`config.mk`:
```
export PLATFORM = sky130hd
export DESIGN_NAME = seq_divider
export DESIGN_NICKNAME = d
export VERILOG_FILES = /design/src/rtl/seq_divider_pkg.sv /design/src/rtl/seq_div_step.sv /design/src/rtl/seq_divider.sv
export SDC_FILE = /design/constraint.sdc
export NUM_CORES = 1
export LEC_CHECK = 0
export CAP_MARGIN = 30
export CORE_MARGIN = 2
export CORE_UTILIZATION = 30
export DETAILED_ROUTE_END_ITERATION = 10
export HOLD_SLACK_MARGIN = 0.12
export PLACE_DENSITY = 0.49
export SLEW_MARGIN = 20
export SYNTH_ARGS = -nofsm -noshare
export SYNTH_HDL_FRONTEND = slang
export SYNTH_SLANG_ARGS = --single-unit
```
`constraint.sdc`:
```
create_clock -name CLK -period 7.3 [get_ports CLK]
set_input_delay 1.095 -clock CLK [delete_from_list [all_inputs] [get_ports CLK]]
set_output_delay 1.095 -clock CLK [all_outputs]
set_load 0.1 [all_outputs]
```
`src/rtl/seq_divider_pkg.sv`:
```
// seq_divider_pkg
// Shared types and helpers for the sequential non-restoring divider.
//   divState_t   : controller states (IDLE, CALC, FIX, DONE)
//   counterWidth : bits needed to hold a step counter that counts down from n
package seq_divider_pkg;

    typedef enum logic [1:0] {
        IDLE = 2'd0,
        CALC = 2'd1,
        FIX  = 2'd2,
        DONE = 2'd3
    } divState_t;

    // Counter must represent the value n itself, hence clog2(n+1)
    function automatic int counterWidth(input int n);
        return $clog2(n + 1);
    endfunction

endpackage

```
`src/rtl/seq_div_step.sv`:
```
// seq_div_step
// One combinational non-restoring division step.
//   partRem_i     [M:0]   current partial remainder, bit M is the sign
//   dividendBit_i         next dividend bit, shifted in at the LSB
//   divisor_i     [M-1:0] divisor magnitude
//   partRem_o     [M:0]   partial remainder after this step
//   quotBit_o             quotient bit produced by this step
module seq_div_step #(
    parameter int M = 8
) (
    input  logic [M:0]   partRem_i,
    input  logic         dividendBit_i,
    input  logic [M-1:0] divisor_i,
    output logic [M:0]   partRem_o,
    output logic         quotBit_o
);

    logic [M:0] shifted;
    logic [M:0] divisorExt;

    // The shifted value may not fit in M+1 bits, but the true result of the
    // add/subtract always lies in [-D, D), so modular M+1-bit arithmetic
    // still lands on the correct value.
    always_comb begin
        shifted    = {partRem_i[M-1:0], dividendBit_i};
        divisorExt = {1'b0, divisor_i};
        if (partRem_i[M]) begin
            partRem_o = shifted + divisorExt;
        end else begin
            partRem_o = shifted - divisorExt;
        end
        quotBit_o = ~partRem_o[M];
    end

endmodule

```
`src/rtl/seq_divider.sv`:
```
// seq_divider
// Multi-cycle integer divider, one quotient bit per clock (non-restoring).
//   CLK        clock, all state updates on the rising edge
//   RST        synchronous active-high reset
//   Start      request, honoured only while Busy is low
//   Signed     1 = two's-complement operands, captured with Start
//   OperA      [N-1:0] dividend, captured with Start
//   OperD      [M-1:0] divisor, captured with Start
//   Busy       operation in progress
//   Done       one-cycle pulse, results valid
//   Quotient   [N-1:0] held until the next accepted Start
//   Remainder  [M-1:0] held like Quotient
//   DivByZero  set with Done when the divisor was zero
module seq_divider
    import seq_divider_pkg::*;
#(
    parameter int DIVIDEND_LENGTH = 16,
    parameter int DIVISOR_LENGTH  = 8
) (
    input  logic                       CLK,
    input  logic                       RST,
    input  logic                       Start,
    input  logic                       Signed,
    input  logic [DIVIDEND_LENGTH-1:0] OperA,
    input  logic [DIVISOR_LENGTH-1:0]  OperD,
    output logic                       Busy,
    output logic                       Done,
    output logic [DIVIDEND_LENGTH-1:0] Quotient,
    output logic [DIVISOR_LENGTH-1:0]  Remainder,
    output logic                       DivByZero
);

    localparam int N  = DIVIDEND_LENGTH;
    localparam int M  = DIVISOR_LENGTH;
    localparam int CW = counterWidth(N);

    divState_t      state_q, state_d;
    logic [CW-1:0]  count_q, count_d;
    logic [N-1:0]   dividend_q, dividend_d;
    logic [M:0]     partRem_q, partRem_d;
    logic [M-1:0]   divisorMag_q, divisorMag_d;
    logic           negQuot_q, negQuot_d;
    logic           negRem_q, negRem_d;
    logic           zeroDiv_q, zeroDiv_d;
    logic           busy_q, busy_d;
    logic           done_q, done_d;
    logic [N-1:0]   quot_q, quot_d;
    logic [M-1:0]   rem_q, rem_d;
    logic           divByZero_q, divByZero_d;

    logic           dividendNeg;
    logic           divisorNeg;
    logic [N-1:0]   dividendMag;
    logic [M-1:0]   divisorMagIn;
    logic [M-1:0]   remMag;
    logic [M:0]     stepRem;
    logic           stepQuotBit;

    seq_div_step #(
        .M (M)
    ) uStep (
        .partRem_i     (partRem_q),
        .dividendBit_i (dividend_q[N-1]),
        .divisor_i     (divisorMag_q),
        .partRem_o     (stepRem),
        .quotBit_o     (stepQuotBit)
    );

    // Operand signs and magnitudes. In signed mode the most-negative values
    // still have representable magnitudes when read as unsigned.
    always_comb begin
        dividendNeg  = Signed & OperA[N-1];
        divisorNeg   = Signed & OperD[M-1];
        dividendMag  = dividendNeg ? -OperA : OperA;
        divisorMagIn = divisorNeg ? -OperD : OperD;
    end

    // A negative final remainder is corrected by adding the divisor back.
    // The true result is in [0, D), so M-bit arithmetic suffices.
    always_comb begin
        if (partRem_q[M]) begin
            remMag = partRem_q[M-1:0] + divisorMag_q;
        end else begin
            remMag = partRem_q[M-1:0];
        end
    end

    // Next-state logic. The dividend register shifts its bits out at the MSB
    // while quotient bits enter at the LSB, so after N steps it holds the
    // quotient magnitude. A zero divisor skips CALC but still passes through
    // FIX, where every result register is written.
    always_comb begin
        state_d      = state_q;
        count_d      = count_q;
        dividend_d   = dividend_q;
        partRem_d    = partRem_q;
        divisorMag_d = divisorMag_q;
        negQuot_d    = negQuot_q;
        negRem_d     = negRem_q;
        zeroDiv_d    = zeroDiv_q;
        quot_d       = quot_q;
        rem_d        = rem_q;
        divByZero_d  = divByZero_q;

        case (state_q)
            IDLE, DONE: begin
                state_d = IDLE;
                if (Start) begin
                    negQuot_d    = dividendNeg ^ divisorNeg;
                    negRem_d     = dividendNeg;
                    divisorMag_d = divisorMagIn;
                    partRem_d    = '0;
                    divByZero_d  = 1'b0;
                    if (OperD == '0) begin
                        zeroDiv_d  = 1'b1;
                        dividend_d = OperA;
                        state_d    = FIX;
                    end else begin
                        zeroDiv_d  = 1'b0;
                        dividend_d = dividendMag;
                        count_d    = CW'(N);
                        state_d    = CALC;
                    end
                end
            end
            CALC: begin
                partRem_d  = stepRem;
                dividend_d = {dividend_q[N-2:0], stepQuotBit};
                count_d    = count_q - CW'(1);
                if (count_q == CW'(1)) begin
                    state_d = FIX;
                end
            end
            FIX: begin
                if (zeroDiv_q) begin
                    quot_d      = '1;
                    rem_d       = dividend_q[M-1:0];
                    divByZero_d = 1'b1;
                end else begin
                    quot_d      = negQuot_q ? -dividend_q : dividend_q;
                    rem_d       = negRem_q ? -remMag : remMag;
                    divByZero_d = 1'b0;
                end
                state_d = DONE;
            end
            default: begin
                state_d = IDLE;
            end
        endcase

        busy_d = (state_d == CALC) || (state_d == FIX);
        done_d = (state_d == DONE);
    end

    // State and output registers; reset aborts any operation in flight.
    always_ff @(posedge CLK) begin
        if (RST) begin
            state_q      <= IDLE;
            count_q      <= '0;
            dividend_q   <= '0;
            partRem_q    <= '0;
            divisorMag_q <= '0;
            negQuot_q    <= 1'b0;
            negRem_q     <= 1'b0;
            zeroDiv_q    <= 1'b0;
            busy_q       <= 1'b0;
            done_q       <= 1'b0;
            quot_q       <= '0;
            rem_q        <= '0;
            divByZero_q  <= 1'b0;
        end else begin
            state_q      <= state_d;
            count_q      <= count_d;
            dividend_q   <= dividend_d;
            partRem_q    <= partRem_d;
            divisorMag_q <= divisorMag_d;
            negQuot_q    <= negQuot_d;
            negRem_q     <= negRem_d;
            zeroDiv_q    <= zeroDiv_d;
            busy_q       <= busy_d;
            done_q       <= done_d;
            quot_q       <= quot_d;
            rem_q        <= rem_d;
            divByZero_q  <= divByZero_d;
        end
    end

    assign Busy      = busy_q;
    assign Done      = done_q;
    assign Quotient  = quot_q;
    assign Remainder = rem_q;
    assign DivByZero = divByZero_q;

endmodule
```
==> metrics.csv, run 1 <==
stage;metric;value;unit
finish;Top cells excl fill/tap;75 x nand2_1, 70 x dfxtp_1, 70 x nor2_1, 53 x clkdlybuf4s50_1, 46 x a21oi_1;
yosys;Synth top area share;30.3;%
setup_path;slowest stage delay, CP;1.14;ns
yosys;Yosys Chip Area;4620;um2
finish;Comb area share;53.3;%
finish;Seq area share;24.9;%
setup_path;R2R setup slack;4.39;ns
setup_path;CP cell instances;clkdlybuf4s50_1;
routing;Met1 Wirelength;6550;um
floorplan;FP Core Util;30.5;%
yosys;Yosys top cell by area;dfxtp_1;
min_path;worst hold start;Remainder[1]$_SDFFE_PP0P_;
floorplan;Well Taps;188;
floorplan;core footprint;15100;um2
routing;1st-pass router iterations;5;
power_and_ir_drop;total net switching power;320;uW
routing;wire length on met2;5500;um
final_timing;slew at the pin closest to its max-slew limit;0.972;ns
place;Inst Count DP;816;
grt;met1 usage;22.9;%
yosys;Post-synth area hogs;dfxtp_1 30%, ha_1 6.5%, nand2_1 6.1%;
setup_path;Worst Path Max Fanout;2;
status;outcome;completed;
grt;grt met2 use;24.8;%
finish;CLK BUF;13;
yosys;adder share;7.36;%
job;Max Cap Viol;0;
setup_path;CP Launch Type;flop;
setup_path;Crit path max-delay family;buffers and inverters;
yosys;post-synthesis sequential area ratio;30.3;%
setup_path;crit path DAT;1.84;ns
finish;Non-CTS buffers;61;
yosys;Syn Area/Cell;7.69;um2
power_and_ir_drop;Comb pwr share;20.2;%
finish;Layout clock area frac;5.22;%
final_timing;clock skew;0.00496;ns
yosys;Synth cell types;62;
power_and_ir_drop;register share of total power;39.4;%
final_timing;fmax;341;MHz
setup_path;Worst R2R End;partRem_q[8]$_SDFFE_PP0P_;
yosys;Post-synth EDFFs;0;
finish;fin cells;833;
clocking;Reg clk slew, reported paths;0.05;ns
place;Final Wtd Congestion;0.771;
yosys;Yosys Instances;601;
place;I/O Buffers;54;
setup_path;Reg2Reg Launch Point;divisorMag_q[1]$_SDFFE_PP0P_;
clocking;post-CTS resize count;0;
finish;Fillers;1573;
yosys;Commonest cells post-synth;75 x nand2_1, 70 x dfxtp_1, 70 x nor2_1;
yosys;yosys aoi share;23.6;%
power_and_ir_drop;Top power group;the clock network;
power_and_ir_drop;clock power share;40.4;%
yosys;top-count cell post-synth;nand2_1;
routing;Final ANT Viol Nets;0;
grt;vias in the first global route;4203;
finish;Logic Gate Count;471;
yosys;and+or+nand+nor area frac;21.4;%
routing;max layer used;met4;
grt;grt total ovfl;0;
floorplan;DIE HEIGHT;128;um
setup_path;Critical Path Sink;Quotient[5];
setup_path;Worst setup startpoint;Quotient[5]$_SDFFE_PP0P_;
yosys;Synth Area in XOR/XNOR;10.6;%
setup_path;CP endpoint kind;output port;
power_and_ir_drop;Power Dens Cells;194;nW/um2
floorplan;full die area;16400;um2
setup_path;Required @ worst endpoint;6.20;ns
finish;final instance area;5630;um2
final_timing;crit share post-route;40.2;%
finish;Final #Nets;694;
clocking;postcts setup bufs;0;
final_timing;final setup TNS;0;ns
place;Setup WS pre-CTS;4.03;ns
power_and_ir_drop;Comb power;220;uW
job;tool warnings;28;
final_timing;Final Critical Period;2.94;ns
power_and_ir_drop;LEAKAGE;0.00209;uW
clocking;CTS buffer count;9;
yosys;main flop type;dfxtp_1;
min_path;hold crit path type;reg2reg;
clocking;Clock Tree Buf Depth;2;
final_timing;setup slack after layout;4.36;ns
routing;post-DR wirelength/cell;15.2;um
final_timing;slew margin rel.;35.0;%
yosys;Top logic family;AND-OR/OR-AND gates;
final_timing;Hold Slack;0.463;ns
final_timing;Final Slew Violations;0;
routing;Detail Route met3 WL;372;um
clocking;H-tree depth;3;
yosys;Mapped Area;4620;um2
routing;# DRC;0;
final_timing;RSZ-0062 raised after global routing;false;
yosys;ys async rst share;0;%
yosys;number of synthesized register bits;70;
finish;inverters;27;
grt;GRT met3 Usage;2.67;%
floorplan;Chip Width;128;um
place;Placed Area;5320;um2
finish;combinational gate area;3000;um2
finish;Leading cell kind;multi-input combinational cells;
clocking;CTS root buffer;clkbuf_16;
routing;Starting DRT DRC Count;233;
power_and_ir_drop;Final Power;1090;uW
power_and_ir_drop;VDD IR max;134;uV
grt;GRT Total Usage;16.2;%
grt;first-pass GRT wire length;21200;um
routing;detailed-route vias per instance;5.13;
power_and_ir_drop;sw frac;29.4;%
clocking;TritonCTS clock tree;yes;
grt;GR peak layer;met2;
yosys;Post-Synthesis Cells;601;
final_timing;# setup viols final;0;
setup_path;path length in cells of the critical path;1;
finish;non-clock buffer share of cell area;10.6;%
floorplan;num rows;45;
floorplan;io pins;55;
routing;drt total wl;12600;um
routing;total number of vias;4270;
finish;share of cells above drive strength 1;5.89;%
finish;most instantiated logic cell after routing;nand2_1;
clocking;hold_buf cts;0;
run_1/cell_classes.png
Scale: 4 px per um.
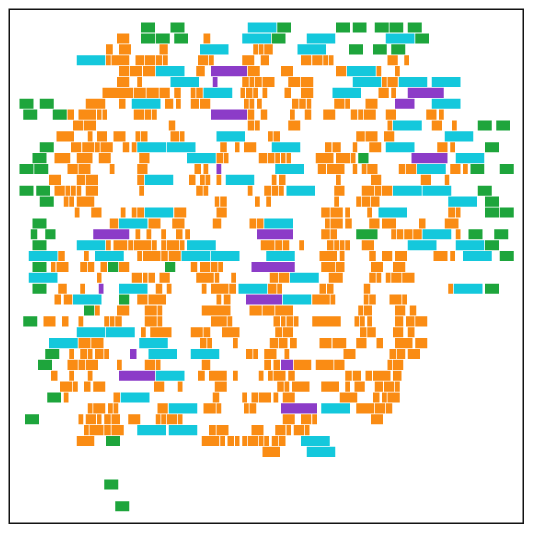
- green: other buffers and delay cells (cells 61; share of their area 11%)
- orange: all other logic (cells 498; share of their area 58%)
- cyan: flip-flops (cells 70; share of their area 26%)
- purple: clock drivers and dummy loads (cells 16; share of their area 5.5%)

run_1/final_clocks.png
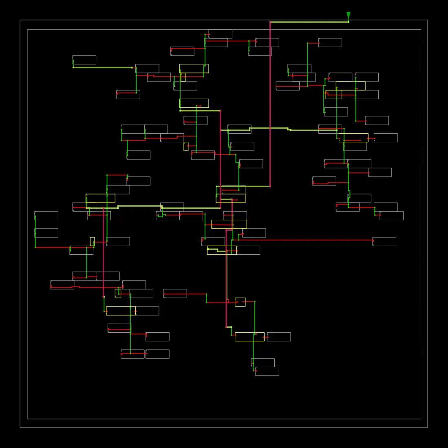
Clock Latency Late Sink: 0.34 ns
clk sinks: 70

run_1/met3.png
Scale: 3 px per um.
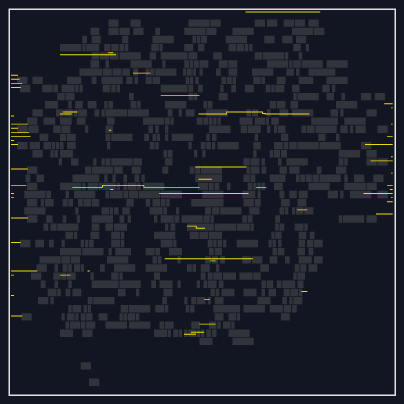
- longest straight run: 29.4 um
- main direction: horizontal
- wire length on this layer: 373 um
- nets with wire on the layer: 52

run_1/drive_strength.png
Scale: 2 px per um.
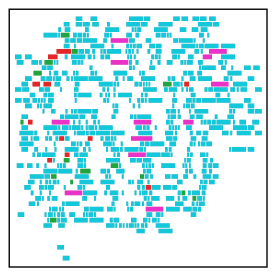
- green: drive 2 (cells 15; share 2.3%; most used or2_2)
- red: drive 3 to 4 (cells 11; share 1.7%; most used buf_4)
- cyan: drive 1 or less (cells 607; share 94%; most used nand2_1)
- magenta: drive 6 and up (cells 12; share 1.9%; most used clkbuf_16)

run_1/wire_density.png
Scale: 3 px per um. The die is cut into 26 by 26 equal tiles; dark purple is low, yellow is high, scaled to the fullest tile. Values are wire area over tile area, all layers added.
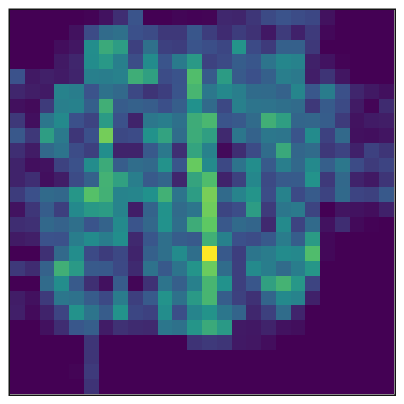

==> run 2, diff against run 1 <==
PLACE_DENSITY = 0.51   (was 0.49)
clock period = 2.4 ns   (was 7.3 ns; I/O delays follow)
run_2/wire_density.png
Scale: 3 px per um. The die is cut into 26 by 26 equal tiles; dark purple is low, yellow is high, scaled to the fullest tile. Values are wire area over tile area, all layers added.
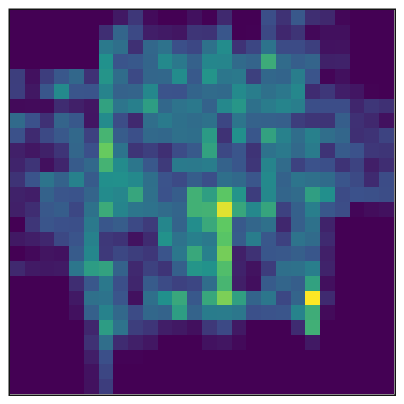
- densest ninth of the die: centre
- fullest tile: 0.60
- mean over tiles: 0.12
- tiles over half the peak: 6.8%

==> run 2 against run 1 <==
Against the previous run:
- the flow now finishes with violations (setup timing)
- worst hold slack worse by 0.13 ns
- area after synthesis unchanged
- register-to-register slack worse by 4.4 ns
- sequential power grew to 3.0 times the previous value
- clock power rose to 2.9 times the previous value
- synthesized cell count unchanged
- sequential cell count unchanged
- non-clock buffer count grew 37
- clock skew increased by 0.0044 ns
- power increased to 3.1 times the previous value
- highest routed layer unchanged
==> metrics.csv, run 2 <==
stage;metric;value;unit;change
power_and_ir_drop;Power Dens Cells;566;nW/um2;+190%
power_and_ir_drop;total net switching power;1050;uW;+230%
place;I/O Buffers;54;;unchanged
min_path;hold crit path type;in2reg;;
yosys;Commonest cells post-synth;75 x nand2_1, 70 x dfxtp_1, 70 x nor2_1;;
place;Final Wtd Congestion;0.909;;+18%
final_timing;crit share post-route;101;%;
floorplan;num rows;45;;unchanged
clocking;TritonCTS clock tree;yes;;
finish;non-clock buffer share of cell area;13.5;%;+2.9 points
yosys;Yosys Chip Area;4620;um2;unchanged
routing;Final ANT Viol Nets;0;;unchanged
place;Placed Area;5530;um2;+4.0%
power_and_ir_drop;VDD IR max;348;uV;+160%
grt;GRT Total Usage;16.2;%;+0.048 points
finish;combinational gate area;3100;um2;+3.3%
floorplan;io pins;55;;unchanged
power_and_ir_drop;Comb power;779;uW;+250%
routing;Starting DRT DRC Count;284;;+22%
yosys;top-count cell post-synth;nand2_1;;
yosys;Top logic family;AND-OR/OR-AND gates;;
yosys;main flop type;dfxtp_1;;
power_and_ir_drop;Top power group;registers;;
yosys;Mapped Area;4620;um2;unchanged
grt;met1 usage;22.2;%;-0.67 points
setup_path;Required @ worst endpoint;2.64;ns;-3.56 ns
setup_path;Critical Path Sink;partRem_q[8]$_SDFFE_PP0P_;;
final_timing;Hold Slack;0.329;ns;-0.134 ns
finish;fin cells;870;;+4.4%
job;tool warnings;30;;+7.1%
status;outcome;finished, violations left;;
finish;inverters;27;;unchanged
floorplan;Chip Width;128;um;unchanged
clocking;CTS root buffer;clkbuf_16;;
grt;grt met2 use;25.4;%;+0.69 points
routing;max layer used;met4;;
clocking;Reg clk slew, reported paths;0.06;ns;about the same
clocking;H-tree depth;3;;unchanged
setup_path;CP Launch Type;flop;;
clocking;Clock Latency Late Sink;0.35;ns;about the same
final_timing;RSZ-0062 raised after global routing;true;;
clocking;postcts setup bufs;0;;unchanged
final_timing;slew margin rel.;60.1;%;+25 points
finish;Layout clock area frac;4.82;%;-0.41 points
finish;most instantiated logic cell after routing;nand2_1;;
clocking;Clock Tree Buf Depth;2;;unchanged
power_and_ir_drop;Final Power;3350;uW;+210%
finish;Final #Nets;731;;+5.3%
setup_path;Crit path max-delay family;simple AND/OR/NAND/NOR gates;;
final_timing;# setup viols final;1;;+1
yosys;Synth cell types;62;;unchanged
routing;Met1 Wirelength;6470;um;-1.3%
finish;Logic Gate Count;471;;unchanged
grt;first-pass GRT wire length;21100;um;-0.23%
final_timing;clock skew;0.00932;ns;+0.00436 ns
routing;total number of vias;4397;;+3.0%
yosys;Synth top area share;30.3;%;unchanged
yosys;Post-synth EDFFs;0;;unchanged
yosys;post-synthesis sequential area ratio;30.3;%;unchanged
setup_path;Worst R2R End;partRem_q[8]$_SDFFE_PP0P_;;
yosys;ys async rst share;0;%;unchanged
setup_path;Reg2Reg Launch Point;divisorMag_q[2]$_SDFFE_PP0P_;;
final_timing;Final Critical Period;2.43;ns;
place;Setup WS pre-CTS;-0.0973;ns;-4.13 ns
status;failing checks;setup timing;;
finish;Seq area share;23.7;%;-1.2 points
setup_path;Worst Path Max Fanout;5;;+3
grt;grt total ovfl;0;;unchanged
power_and_ir_drop;LEAKAGE;0.00232;uW;+11%
power_and_ir_drop;clock power share;38.2;%;-2.2 points
yosys;Yosys Instances;601;;unchanged
clocking;hold_buf cts;0;;unchanged
floorplan;core footprint;15100;um2;unchanged
power_and_ir_drop;sw frac;31.2;%;+1.8 points
routing;detailed-route vias per instance;5.05;;-1.4%
routing;drt total wl;13000;um;+2.8%
routing;1st-pass router iterations;4;;-1
floorplan;FP Core Util;30.5;%;unchanged
grt;vias in the first global route;4309;;+2.5%
power_and_ir_drop;Comb pwr share;23.2;%;+3.0 points
job;Max Cap Viol;0;;unchanged
setup_path;path length in cells of the critical path;11;;+10
grt;GR peak layer;met2;;
yosys;Syn Area/Cell;7.69;um2;unchanged
finish;share of cells above drive strength 1;18.5;%;+13 points
setup_path;CP endpoint kind;flop;;
min_path;worst hold start;RST;;
yosys;number of synthesized register bits;70;;unchanged
final_timing;fmax;411;MHz;
power_and_ir_drop;register share of total power;38.6;%;-0.8 points
finish;Non-CTS buffers;98;;+61%
setup_path;Worst setup startpoint;divisorMag_q[2]$_SDFFE_PP0P_;;
clocking;post-CTS resize count;5;;+5
final_timing;slew at the pin closest to its max-slew limit;0.591;ns;-0.381 ns
final_timing;Final Slew Violations;0;;unchanged
finish;Comb area share;52.3;%;-1.0 points
final_timing;setup slack after layout;-0.0334;ns;-4.40 ns
finish;Top cells excl fill/tap;75 x nand2_1, 71 x buf_4, 69 x nor2_1, 68 x dfxtp_1, 42 x a21oi_1;;
grt;GRT met3 Usage;3.26;%;+0.58 points
finish;final instance area;5920;um2;+5.2%
routing;Detail Route met3 WL;497;um;+34%
yosys;and+or+nand+nor area frac;21.4;%;unchanged
yosys;yosys aoi share;23.6;%;unchanged
routing;wire length on met2;5720;um;+4.0%
setup_path;slowest stage delay, CP;0.38;ns;-0.76 ns
routing;post-DR wirelength/cell;14.9;um;-1.5%
floorplan;full die area;16400;um2;unchanged
place;Inst Count DP;853;;+4.5%
setup_path;CP cell instances;nor2_1, nand2_1, nor3_2, nor2_1, xor2_1, ha_1, or2_2, a21oi_2, a21oi_2, xnor2_2, a32o_1;;
finish;Leading cell kind;multi-input combinational cells;;
yosys;Post-synth area hogs;dfxtp_1 30%, ha_1 6.5%, nand2_1 6.1%;;
run_2/final_clocks.png
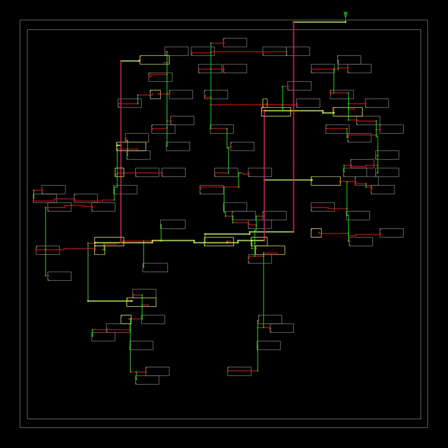
CTS buffer count: 9
CLK BUF: 11

Power and IR drop assume default switching activity.
